Figure 1. I/O nets highlighted.
(2 px per um)
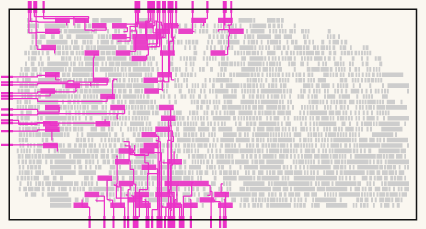
Figure 2. Placed standard cells.
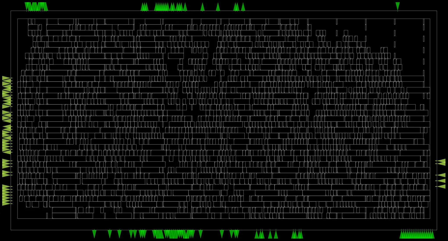
Figure 3. Ports around the boundary.
(3 px per um) Pins as bars across the die edge, other pins in grey.
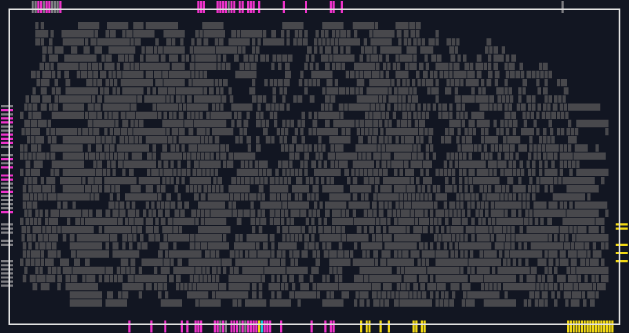
Figure 4. Metal layers overlaid.
(2 px per um) Two of the layers only.
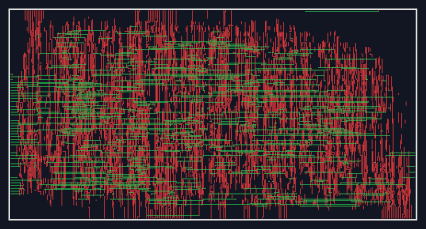
==> config.mk <==
export PLATFORM = sky130hd
export DESIGN_NAME = div_seq
export DESIGN_NICKNAME = d
export VERILOG_FILES = /design/src/rtl/div_seq_pkg.sv /design/src/rtl/div_step.sv /design/src/rtl/div_seq.sv
export SDC_FILE = /design/constraint.sdc
export NUM_CORES = 1
export LEC_CHECK = 0
export ABC_AREA = 1
export CORE_ASPECT_RATIO = 0.5
export CORE_MARGIN = 3
export CORE_UTILIZATION = 65
export DETAILED_ROUTE_END_ITERATION = 10
export DONT_BUFFER_PORTS = 1
export GPL_TIMING_DRIVEN = 0
export PLACE_DENSITY = 0.91
export SLEW_MARGIN = 30
export SYNTH_ARGS = -nofsm -noshare
export SYNTH_HDL_FRONTEND = slang
export SYNTH_SLANG_ARGS = --single-unit
==> constraint.sdc <==
create_clock -name clk -period 4.6 [get_ports clk]
set_clock_uncertainty 0.1 [all_clocks]
set_input_delay 0.46 -clock clk [delete_from_list [all_inputs] [get_ports clk]]
set_output_delay 0.46 -clock clk [all_outputs]
set_load 0.02 [all_outputs]
==> flow_metrics.env <==
# yosys + openroad results
export IMPL_cp_depth=24
export IMPL_p_leak_uw=0.00648
export IMPL_max_clock_freq_mhz=228
export IMPL_clkLatencyLatePin_ns=0.44
export IMPL_cts_setup_buffers=0
export IMPL_hold_violations=0
export IMPL_mi_logic_area_sq_um=7060
export IMPL_place_detailed_hpwl_um=31600
export IMPL_drv_cap=0
export IMPL_topCellsByArea="sky130_fd_sc_hd__dfxtp_1 17%, sky130_fd_sc_hd__nand2_1 17%, sky130_fd_sc_hd__edfxtp_1 16%"
export IMPL_ys_cells=1931
export IMPL_worst_path_max_delay_cell="sky130_fd_sc_hd__dfxtp_1"
export IMPL_drtIter0Drc=1692
export IMPL_synth_dominant_cell_count="sky130_fd_sc_hd__nand2_1"
export IMPL_total_congestion_overflow=0
export IMPL_yosys_register_bits=172
export IMPL_cts_repair_resized=3
export IMPL_ys_warn_count=0
export IMPL_tap_cells=259
export IMPL_worstPathCellList="ha_1 -> nand2_2 -> inv_2 -> nand2_1 -> nand2_1 -> inv_2 -> nand2_1 -> inv_2 -> nand2_4 -> a21oi_4 -> buf_4 -> ha_1 -> inv_1 -> nor3_2 -> inv_1 -> nor3_2 -> nand3_1 -> nor2_2 -> nand4_1 -> o21ai_2 -> nand2_1 -> a21oi_1 -> nand3b_1 -> a31oi_1"
export IMPL_top_area_cell="sky130_fd_sc_hd__dfxtp_1"
export IMPL_layout_core_utilization_pct=73.1
export IMPL_cts_buffer_depth=2
export IMPL_number_of_buffers_created_by_cts=17
export IMPL_finalPower_uw=5750
export IMPL_timing_final_ws_setup_ns=0.211
export IMPL_synth_cells=1931
export IMPL_antenna_violating_nets_post_route=0
export IMPL_hp_class="in -> reg"
export IMPL_area_dominant_class="multi-input combinational cells"
export IMPL_worst_r2r_path_depth=24
export IMPL_grt_start_max_net_pins=29
export IMPL_layout_buffer_nonclock_area_share_pct=2.90
export IMPL_worst_slew_pin_slew_ns=0.884
export IMPL_holdPathStages=1
export IMPL_power_density_nw_per_um2=420
export IMPL_synth_top_cell_area_share_pct=16.8
export IMPL_timing_critical_path_from_type="register"
export IMPL_seq_cell_count=172
export IMPL_critical_path_top_delay_family="simple AND/OR/NAND/NOR gates"
export IMPL_h_tree_depth=4
export IMPL_root_buffer="sky130_fd_sc_hd__clkbuf_16"
export IMPL_slew_viol_final=0
export IMPL_global_route_wire_length_before_repair_um=65400
export IMPL_final_min_period_over_clock_period_pct=95.4
export IMPL_synth_nets=2038
export IMPL_area_sequential_sq_um=4100
export IMPL_postSynth_topFlopCell="sky130_fd_sc_hd__dfxtp_1"
export IMPL_layout_cell_share_with_drive_strength_beyond_1_pct=7.30
export IMPL_run_status="finished, final reports clean"
export IMPL_hold_ws_ns=0.00554
export IMPL_synth_cells_most_frequent="557 x sky130_fd_sc_hd__nand2_1, 293 x sky130_fd_sc_hd__inv_1, 189 x sky130_fd_sc_hd__nor2_1, 139 x sky130_fd_sc_hd__nand3_1, 106 x sky130_fd_sc_hd__dfxtp_1"
export IMPL_layout_cells_most_common_list="556 x sky130_fd_sc_hd__nand2_1, 293 x sky130_fd_sc_hd__inv_1, 188 x sky130_fd_sc_hd__nor2_1, 139 x sky130_fd_sc_hd__nand3_1, 106 x sky130_fd_sc_hd__dfxtp_1"
export IMPL_vias_per_cell=5.95
export IMPL_cts_hold_fix_buffers=1
export IMPL_place_ws_ns=-0.274
export IMPL_numClockSinks=172
export IMPL_cp_arrival_ns=4.59
export IMPL_cp_common_cell="sky130_fd_sc_hd__nand2_1"
export IMPL_setup_viol=0
export IMPL_instances_no_fill=2231
export IMPL_area_share_sequential_pct=30.0
export IMPL_post_drt_wl_per_cell_um=18.8
export IMPL_stdcell_area_sq_um=13700
export IMPL_async_reset_ff_share_pct=0
export IMPL_finalCriticalPeriod_ns=4.39
export IMPL_final_setup_tns_ns=0
export IMPL_path_class="reg -> reg"
export IMPL_synth_sequential_area_ratio_pct=32.6
export IMPL_critical_path_max_fanout=10
export IMPL_crit_required_ns=4.80
export IMPL_detail_route_first_pass_iterations=8
export IMPL_grt_usage_pct=39.2
export IMPL_drc=0
export IMPL_antenna_violations_before_repair=0
export IMPL_fill_cells=1553
export IMPL_area_growth_syn_to_layout_pct=8.47
export IMPL_clock_cell_area_share_pct=4.47
export IMPL_comb_area_share_pct=51.6
export IMPL_nonClockBufferCount=73
export IMPL_clock_buffers=19
About Figure 1:
[magenta] result_o | direction: output | end cells: 64 | buffers: 0 | wire: 1950 um
Buffers on Ports: 0
I/O pin total: 134

About Figure 2:
Rows: 35
area of the core: 18700 sq um

About Figure 3:
[yellow] opdata2_i | pins: 32 | direction: input | edge: 27 south, 5 east
[magenta] result_o | pins: 64 | direction: output | edge: 27 south, 25 north, 12 west
[cyan] start_i | pins: 1 | direction: input | edge: south
all pins by edge: 59 south, 37 west, 33 north, 5 east
vertical die size: 104 um
die x size: 203 um

About Figure 4:
[red] metal 2 | wire length: 17400 um
[green] metal 3 | wire length: 6150 um
vias: 13300
total wire length after detailed routing: 41900 um

-- logic make-up after synthesis --
group / Yosys count / synth area share, %
simple gates: 1037 / 35.8
buf+inv: 378 / 11.7
flops: 172 / 32.6
xor+xnor: 79 / 5.49
fa+ha+maj: 38 / 3.83
compound gates: 227 / 10.7
-- per-layer routing --
metal / vias up / wire length [um] / track usage, %
met1: 5935 / 16200 / 53.0
met5: - / 0 / 0
met4: 0 / 2130 / 17.6
li1: 6231 / - / -
met3: 156 / 6150 / 9.69
met2: 947 / 17400 / 59.4
-- power by group --
| group | total, uW | switching (uW) | internal [uW] |
|---|---|---|---|
| combinational | 2330 | 1620 | 713 |
| clock | 1570 | 692 | 873 |
| sequential | 1850 | 133 | 1710 |
Power figures rest on the tool's default switching activity, not on a simulated workload.
